==> config.mk <==
export PLATFORM = sky130hd
export DESIGN_NAME = sample_encoder
export DESIGN_NICKNAME = d
export VERILOG_FILES = /design/src/rtl/sample_encoder_pkg.sv /design/src/rtl/sample_encoder_quant.sv /design/src/rtl/sample_encoder.sv
export SDC_FILE = /design/constraint.sdc
export NUM_CORES = 1
export LEC_CHECK = 0
export CORE_UTILIZATION = 55
export DETAILED_ROUTE_END_ITERATION = 6
export DONT_BUFFER_PORTS = 1
export PLACE_DENSITY = 0.82
export SKIP_CTS_REPAIR_TIMING = 1
export SYNTH_ARGS = -nofsm -noshare
export SYNTH_HDL_FRONTEND = slang
export SYNTH_HIERARCHICAL = 1
export SYNTH_SLANG_ARGS = --single-unit
==> constraint.sdc <==
create_clock -name clk -period 6.95 [get_ports clk]
set_clock_uncertainty 0.15 [all_clocks]
set_input_delay 1.0425 -clock clk [delete_from_list [all_inputs] [get_ports clk]]
set_output_delay 1.0425 -clock clk [all_outputs]
set_load 0.005 [all_outputs]
==> src/rtl/sample_encoder_pkg.sv <==
// Shared constants for the sample encoder, its decoder and the sample-memory builder.
// Holds the state encoding, group/shift limits, word layout and address width.
package sample_encoder_pkg;

    typedef enum logic [1:0] {
        ST_COLLECT = 2'd0,
        ST_TRY     = 2'd1,
        ST_EMIT    = 2'd2
    } enc_state_t;

    localparam int GROUP     = 4;
    localparam int MAX_SHIFT = 4;
    localparam int ADDR_W    = 14;
    localparam int WORD_W    = 20;
    localparam int FIELD_W   = 4;

    // Word layout, MSB first: {shift, d0, d1, d2, d3}
    localparam int SHIFT_LSB = 16;
    localparam int D0_LSB    = 12;
    localparam int D1_LSB    = 8;
    localparam int D2_LSB    = 4;
    localparam int D3_LSB    = 0;

    function automatic logic [WORD_W-1:0] pack_word(
        input logic [FIELD_W-1:0] shift,
        input logic [FIELD_W-1:0] d0,
        input logic [FIELD_W-1:0] d1,
        input logic [FIELD_W-1:0] d2,
        input logic [FIELD_W-1:0] d3
    );
        logic [WORD_W-1:0] w;
        w = '0;
        w[SHIFT_LSB +: FIELD_W] = shift;
        w[D0_LSB    +: FIELD_W] = d0;
        w[D1_LSB    +: FIELD_W] = d1;
        w[D2_LSB    +: FIELD_W] = d2;
        w[D3_LSB    +: FIELD_W] = d3;
        return w;
    endfunction

endpackage

==> src/rtl/sample_encoder_quant.sv <==
// One DPCM step: quantise the prediction error at a given shift and rebuild the sample
// exactly as the decoder will. Purely combinational.
module dpcm_quant (
    input  logic signed [7:0] x,
    input  logic signed [7:0] pw,
    input  logic        [2:0] shift,
    output logic signed [3:0] qc,
    output logic              clamped,
    output logic signed [7:0] r
);

    localparam logic signed [8:0] Q_MAX = 9'sd7;
    localparam logic signed [8:0] Q_MIN = -9'sd8;
    localparam logic signed [9:0] R_MAX = 10'sd127;
    localparam logic signed [9:0] R_MIN = -10'sd128;

    logic signed [8:0] e;
    logic signed [8:0] q;
    logic signed [9:0] step;
    logic signed [9:0] sum;

    always_comb begin
        e       = $signed({x[7], x}) - $signed({pw[7], pw});
        q       = e >>> shift;
        clamped = 1'b0;
        qc      = q[3:0];
        if (q > Q_MAX) begin
            qc      = 4'sd7;
            clamped = 1'b1;
        end else if (q < Q_MIN) begin
            qc      = -4'sd8;
            clamped = 1'b1;
        end
        step = $signed({{6{qc[3]}}, qc}) <<< shift;
        sum  = $signed({{2{pw[7]}}, pw}) + step;
        // Reconstruction saturates so the decoder never wraps
        if (sum > R_MAX) begin
            r = 8'sd127;
        end else if (sum < R_MIN) begin
            r = -8'sd128;
        end else begin
            r = sum[7:0];
        end
    end

endmodule

==> src/rtl/sample_encoder.sv <==
// Block-DPCM encoder: collects groups of 4 samples, searches the smallest shift that
// avoids clamping, and emits one packed 20-bit word per group.
module sample_encoder
    import sample_encoder_pkg::*;
(
    input  logic                clk,
    input  logic                rst,
    input  logic signed [7:0]   sample,
    input  logic                sample_valid,
    output logic                sample_ready,
    input  logic                flush,
    output logic [WORD_W-1:0]   word,
    output logic                word_valid,
    input  logic                word_ready,
    output logic [ADDR_W-1:0]   word_addr
);

    enc_state_t state_q, state_d;

    logic        [2:0]        cnt_q, cnt_d;
    logic signed [7:0]        x_q [GROUP];
    logic signed [7:0]        x_d [GROUP];
    logic signed [3:0]        qc_q [GROUP];
    logic signed [3:0]        qc_d [GROUP];
    logic signed [7:0]        p_q, p_d;
    logic signed [7:0]        pw_q, pw_d;
    logic signed [7:0]        pred_q, pred_d;
    logic        [2:0]        shift_q, shift_d;
    logic        [1:0]        idx_q, idx_d;
    logic                     fail_q, fail_d;
    logic        [WORD_W-1:0] word_q, word_d;
    logic        [ADDR_W-1:0] addr_q, addr_d;

    logic                     accept;
    logic        [2:0]        cnt_acc;
    logic signed [7:0]        last_smp;
    logic                     cand_fail;

    logic signed [7:0]        qx;
    logic signed [3:0]        qqc;
    logic                     qclamped;
    logic signed [7:0]        qr;

    assign qx = x_q[idx_q];

    dpcm_quant u_quant (
        .x       (qx),
        .pw      (pw_q),
        .shift   (shift_q),
        .qc      (qqc),
        .clamped (qclamped),
        .r       (qr)
    );

    assign sample_ready = (state_q == ST_COLLECT);
    assign word_valid   = (state_q == ST_EMIT);
    assign word         = word_q;
    assign word_addr    = addr_q;

    always_comb begin
        state_d   = state_q;
        cnt_d     = cnt_q;
        x_d       = x_q;
        qc_d      = qc_q;
        p_d       = p_q;
        pw_d      = pw_q;
        pred_d    = pred_q;
        shift_d   = shift_q;
        idx_d     = idx_q;
        fail_d    = fail_q;
        word_d    = word_q;
        addr_d    = addr_q;
        accept    = 1'b0;
        cnt_acc   = cnt_q;
        last_smp  = x_q[cnt_q[1:0] - 2'd1];
        cand_fail = fail_q | qclamped;

        unique case (state_q)
            ST_COLLECT: begin
                accept  = sample_valid;
                cnt_acc = cnt_q + {2'b00, accept};
                if (accept) begin
                    x_d[cnt_q[1:0]] = sample;
                    last_smp        = sample;
                end
                if (cnt_acc == 3'(GROUP) || (flush && cnt_acc != 3'd0)) begin
                    // A flushed partial group repeats its last sample into the empty slots
                    for (int i = 0; i < GROUP; i++) begin
                        if (3'(i) >= cnt_acc) x_d[i] = last_smp;
                    end
                    state_d = ST_TRY;
                    cnt_d   = 3'd0;
                    shift_d = 3'd0;
                    idx_d   = 2'd0;
                    pw_d    = p_q;
                    fail_d  = 1'b0;
                end else begin
                    cnt_d = cnt_acc;
                end
            end

            ST_TRY: begin
                qc_d[idx_q] = qqc;
                pw_d        = qr;
                fail_d      = cand_fail;
                if (idx_q == 2'(GROUP - 1)) begin
                    if (!cand_fail || shift_q == 3'(MAX_SHIFT)) begin
                        word_d  = pack_word({1'b0, shift_q}, qc_q[0], qc_q[1], qc_q[2], qqc);
                        pred_d  = qr;
                        state_d = ST_EMIT;
                    end else begin
                        shift_d = shift_q + 3'd1;
                        idx_d   = 2'd0;
                        pw_d    = p_q;
                        fail_d  = 1'b0;
                    end
                end else begin
                    idx_d = idx_q + 2'd1;
                end
            end

            ST_EMIT: begin
                if (word_ready) begin
                    p_d     = pred_q;
                    addr_d  = addr_q + 1'b1;
                    state_d = ST_COLLECT;
                end
            end

            default: state_d = ST_COLLECT;
        endcase
    end

    always_ff @(posedge clk or posedge rst) begin
        if (rst) begin
            state_q <= ST_COLLECT;
            cnt_q   <= 3'd0;
            for (int i = 0; i < GROUP; i++) begin
                x_q[i]  <= 8'sd0;
                qc_q[i] <= 4'sd0;
            end
            p_q     <= 8'sd0;
            pw_q    <= 8'sd0;
            pred_q  <= 8'sd0;
            shift_q <= 3'd0;
            idx_q   <= 2'd0;
            fail_q  <= 1'b0;
            word_q  <= '0;
            addr_q  <= '0;
        end else begin
            state_q <= state_d;
            cnt_q   <= cnt_d;
            x_q     <= x_d;
            qc_q    <= qc_d;
            p_q     <= p_d;
            pw_q    <= pw_d;
            pred_q  <= pred_d;
            shift_q <= shift_d;
            idx_q   <= idx_d;
            fail_q  <= fail_d;
            word_q  <= word_d;
            addr_q  <= addr_d;
        end
    end

endmodule

Fig. 1: run 1, placed cells, one colour a class
(2 px per micron)
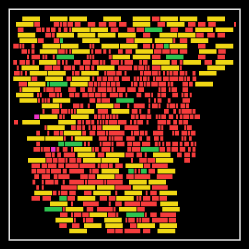
- red: remaining logic cells (cells 507)
- green: clock drivers and dummy loads (cells 16)
- yellow: sequential cells (cells 112)
- magenta: remaining buffers and delay cells (cells 2)
sequential share of cell area: 38.3%
final instance area: 7310 sq um
Final Util: 60.1%
Core ar.: 12200 sq um

Fig. 2: run 1, cell placement
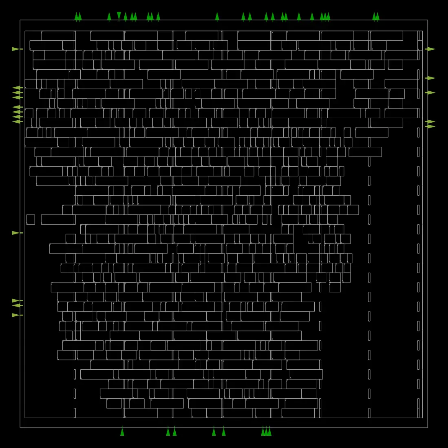
Site Rows: 40
fillcell total: 980
Well Taps: 168

==> run_results.csv, run 1 <==
group,metric,value,unit
detailed_routing,drt-met1-wl,6900,microns
logic_synthesis,yosys_area,6970,sq um
setup_path,reg2regPathDepth,24,
outcome,status,"finished clean",
logic_synthesis,ys_dominant_reg_cell,"dfrtp_1",
min_path,min_path_cells,2,
floorplanning,fp-utilization,57.3,%
logic_synthesis,logic_family,"AND-OR/OR-AND gates",
setup_path,cp_common_cell,"a21o_1",
floorplanning,die_width,115,microns
logic_synthesis,avgSynthCellArea,10.8,sq um
logic_synthesis,mux_area_share,15.4,%
global_route,grt_pass1_wl,26200,microns
detailed_routing,wl_met3,1110,microns
final_timing,worst_pin_slew,1030,ps
setup_path,cp-end-kind,"register",
global_route,antenna_found_initial,0,
cts,clock_sinks,112,
global_route,met2_usage,41.9,%
final_layout,final_cell_mix,"dfrtp_1, nand2_1, mux2_2",
final_layout,flops,112,
logic_synthesis,top_cell_area_share,40.2,%
logic_synthesis,top_area_cell,"dfrtp_1",
logic_synthesis,synth_flop_count,112,
floorplanning,die_h,115,microns
final_layout,comb_cells,475,
logic_synthesis,synth.distinct_cells,84,
min_path,hold_class,"reg2reg",
final_layout,final_layout_size_suffix_gt1_share,16.5,%
global_route,grt_max_degree,63,
final_layout,largest_reg_flops,32,
logic_synthesis,top_cells_by_area,"dfrtp_1, mux2_2, ha_1",
logic_synthesis,most_common_cell,"dfrtp_1",
Fig. 3: run 1, metal layers overlaid
(3 px per micron) Two of the layers only.
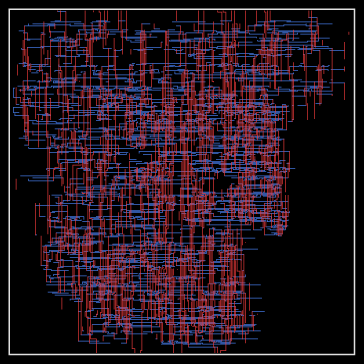
- red: M2 (wire length 7640 microns)
- blue: M1 (wire length 6900 microns)
routed via count: 5241
Total Routed Length: 16200 microns
Avg WL per Cell: 20.1 microns
GR Util All Layers: 26.0%

[run 1: worst max-delay path by stage]
stage,startpoint,endpoint,slack [ps],depth (start not counted)
after floorplan,idx_q[0],pred_q[0],1360,24
after global placement,idx_q[1],pred_q[1],550,23
after detailed placement,idx_q[1],pred_q[3],380,23
after CTS,idx_q[1],pred_q[3],360,23
after global routing,idx_q[0],pw_q[0],5,26
final,idx_q[0],pred_q[3],290,24
Fig. 4: run 1, met3 routing
(3 px per micron)
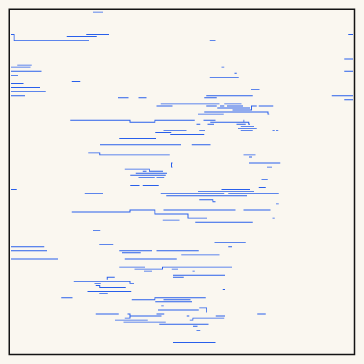

==> run 2: changes to the inputs <==
--- a/config.mk
+++ b/config.mk
@@ -8,6 +8,8 @@
 export CORE_UTILIZATION = 55
 export DETAILED_ROUTE_END_ITERATION = 6
 export DONT_BUFFER_PORTS = 1
+export GPL_TIMING_DRIVEN = 0
+export MAX_ROUTING_LAYER = met4
 export PLACE_DENSITY = 0.82
 export SKIP_CTS_REPAIR_TIMING = 1
 export SYNTH_ARGS = -nofsm -noshare
==> constraint.sdc (replaced) <==
create_clock -name clk -period 6.95 [get_ports clk]
set_clock_uncertainty 0.15 [all_clocks]
set_input_delay 1.0425 -clock clk [delete_from_list [all_inputs] [get_ports clk]]
set_output_delay 1.0425 -clock clk [all_outputs]
set_load 0.1 [all_outputs]
Fig. 5: run 2, met3 routing
(3 px per micron)
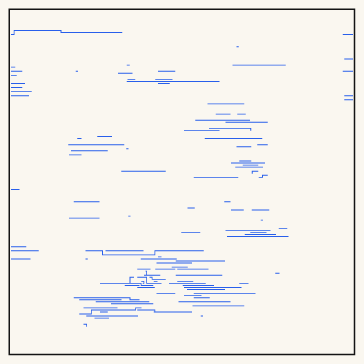
- longest straight run: 30.6 microns
- nets with wire on the layer: 77
GR Util met3: 4.55%
routed via count: 5213
Total Routed Length: 16000 microns

Fig. 6: run 2, where the registers sit
(4 px per micron) Other sequential cells in the stronger grey, the rest of the logic in the fainter grey.
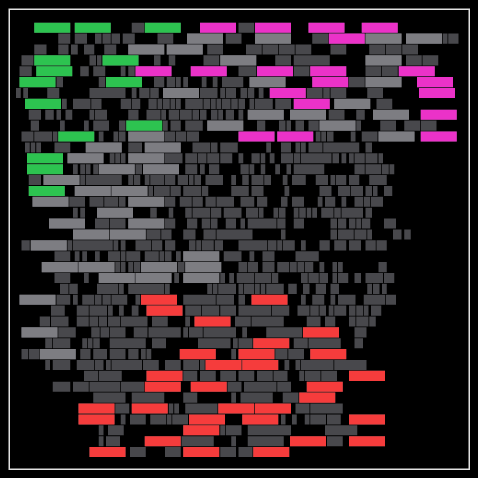
- red: x_q (sequential cells 32; where bottom middle)
- magenta: word (sequential cells 19)
- green: word_addr (sequential cells 14; where top left)
Final Util: 61.9%
sequential share of cell area: 37.2%
FF/Latch Area: 2800 sq um

==> run 2 against run 1 <==
Flip-flop count stayed put. Wire length is 0.96% lower. Setup slack better by 180 ps. First-iteration DRC count is 16% higher. Maximum frequency is 2.7% higher. Non-clock buffer count is 27 higher. Design area is 3.0% higher. Core utilization is 1.8 points higher. Die size stayed put. Largest cell class unchanged.
==> run_results.csv, run 2 <==
group,metric,value,unit
min_path,worstHoldStart,"pred_q[2]",
logic_synthesis,most_common_cell,"dfrtp_1",
floorplanning,die_width,115,microns
final_timing,period_used_share,93.3,%
logic_synthesis,ys_dominant_reg_cell,"dfrtp_1",
place,place_inst,816,
final_layout,comb_cells,475,
final_layout,flops,112,
logic_synthesis,synth-edff-count,0,
logic_synthesis,yosys_cells,647,
logic_synthesis,logic_family,"AND-OR/OR-AND gates",
logic_synthesis,synth_flop_count,112,
logic_synthesis,top_cells_by_area,"dfrtp_1, mux2_2, ha_1",
logic_synthesis,top_area_cell,"dfrtp_1",
detailed_routing,drt-met1-wl,7160,microns
setup_path,cp-end-kind,"register",
final_layout,final_cell_mix,"dfrtp_1, nand2_1, mux2_2",
floorplanning,num_tap_cells,168,
global_route,grt_max_degree,68,
logic_synthesis,synth.distinct_cells,84,
floorplanning,core,12200,sq um
global_route,grt_use_total,27.2,%
final_layout,final_layout_size_suffix_gt1_share,19.0,%
outcome,status,"finished clean",
setup_path,reg2regPathDepth,26,
global_route,met2_usage,41.1,%
floorplanning,fp-utilization,57.3,%
global_route,grt_pass1_wl,26600,microns
logic_synthesis,mux_area_share,15.4,%
final_timing,worst_pin_slew,1010,ps
global_route,antenna_found_initial,0,
logic_synthesis,yosys_area,6970,sq um
final_layout,buffer_area_share,2.63,%
logic_synthesis,avgSynthCellArea,10.8,sq um
floorplanning,rows,40,
cts,clock_sinks,112,
detailed_routing,routedWlPerCell,19.3,microns
logic_synthesis,top_cell_area_share,40.2,%
min_path,hold_class,"reg2reg",
setup_path,startpoint,"idx_q[1]",
min_path,min_path_cells,2,
setup_path,crit_end,"pw_q[2]",
final_layout,final.fill_count,936,
final_layout,final_cell_area,7530,sq um
[run 2: worst max-delay path: stages (launching register included)]
cell,delay [ps]
dfrtp_1,390
buf_2,360
mux4_2,330
inv_1,50
ha_1,230
fa_1,410
nand2b_1,250
a2111oi_2,400
o21a_1,340
inv_1,200
nand2_1,100
o21ai_1,70
a311oi_1,470
o31ai_4,150
nand2_1,130
a21oi_1,80
ha_1,340
a21o_1,200
a21o_1,180
a21oi_1,210
o21a_1,200
o21ai_0,120
xnor2_1,300
o21a_1,310
a21o_1,160
mux2i_1,110
a21oi_1,150
==> run 3: changes to the inputs <==
--- a/config.mk
+++ b/config.mk
@@ -5,6 +5,7 @@
 export SDC_FILE = /design/constraint.sdc
 export NUM_CORES = 1
 export LEC_CHECK = 0
+export ABC_CLOCK_PERIOD_IN_PS = 6950
 export CORE_UTILIZATION = 55
 export DETAILED_ROUTE_END_ITERATION = 6
 export DONT_BUFFER_PORTS = 1
Fig. 7: run 3, where the registers sit
(4 px per micron) Other sequential cells in the stronger grey, the rest of the logic in the fainter grey.
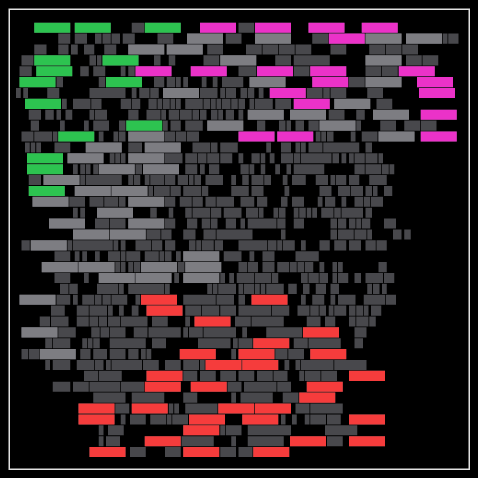

==> run 3 against run 2 <==
Count of clock-buffer cells in the layout stayed put. Hold slack is the same. Via count did not move. Global-route usage did not move. Register-to-register slack about the same. First-iteration DRC count unchanged. Sequential share of layout area unchanged. Synthesized cell count is the same.
==> run_results.csv, run 3 <==
group,metric,value,unit
setup_path,cp.depth,26,
setup_path,cp-end-kind,"register",
logic_synthesis,mux_area_share,15.4,%
logic_synthesis,yosys_cells,647,
logic_synthesis,synth.distinct_cells,84,
logic_synthesis,logic_family,"AND-OR/OR-AND gates",
logic_synthesis,synth_flop_count,112,
final_timing,period_used_share,93.3,%
logic_synthesis,avgSynthCellArea,10.8,sq um
logic_synthesis,most_common_cell,"dfrtp_1",
final_layout,final_layout_size_suffix_gt1_share,19.0,%
setup_path,crit_end,"pw_q[2]",
setup_path,slowest_delay,470,ps
setup_path,cp_top_family,"AND-OR/OR-AND gates",
cts,clock_sinks,112,
setup_path,critPathBufInv,3,
logic_synthesis,top_cells_by_area,"dfrtp_1, mux2_2, ha_1",
detailed_routing,postRouteWirelength,16000,microns
floorplanning,die_h,115,microns
floorplanning,die_width,115,microns
floorplanning,fp-utilization,57.3,%
setup_path,crit_slowest_cell,"a311oi_1",
min_path,min_path_cells,2,
place,place_inst,816,
outcome,status,"finished clean",
global_route,antenna_found_initial,0,
min_path,hold_class,"reg2reg",
final_layout,final_core_util,61.9,%
min_path,worstHoldStart,"pred_q[2]",
floorplanning,rows,40,
final_layout,largest_reg_flops,32,
detailed_routing,routedWlPerCell,19.3,microns
logic_synthesis,top_cell_area_share,40.2,%
global_route,grt_use_total,27.2,%
global_route,grt_pass1_wl,26600,microns
final_timing,worst_pin_slew,1010,ps
logic_synthesis,yosys_area,6970,sq um
logic_synthesis,ys_dominant_reg_cell,"dfrtp_1",
global_route,grt_max_degree,68,
Fig. 8: run 3, placed cells, one colour a class
(2 px per micron)
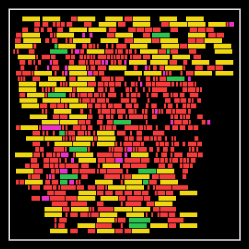
final instance area: 7530 sq um

-- run 3: cell type report --
class | instances | area (sq um)
Timing Repair Buffer | 1 | 27.5
Tap cell | 168 | 210
Buffer | 28 | 170
Clock inverter | 6 | 68.8
Multi-Input combinational cell | 475 | 3900
Inverter | 32 | 123
Fill cell | 936 | 4630
Clock buffer | 9 | 225
Sequential cell | 112 | 2800
-- run 3: routing by layer --
layer / part of all wire (%) / wire [microns] / track usage, % / vias up
met1: 45 / 7160 / 36.2 / 2598
met3: 5.9 / 941 / 4.55 / 29
met2: 47 / 7600 / 41.1 / 196
li1: - / - / - / 2390
met4: 2.0 / 322 / 11.7 / 0
met5: 0 / 0 / - / -
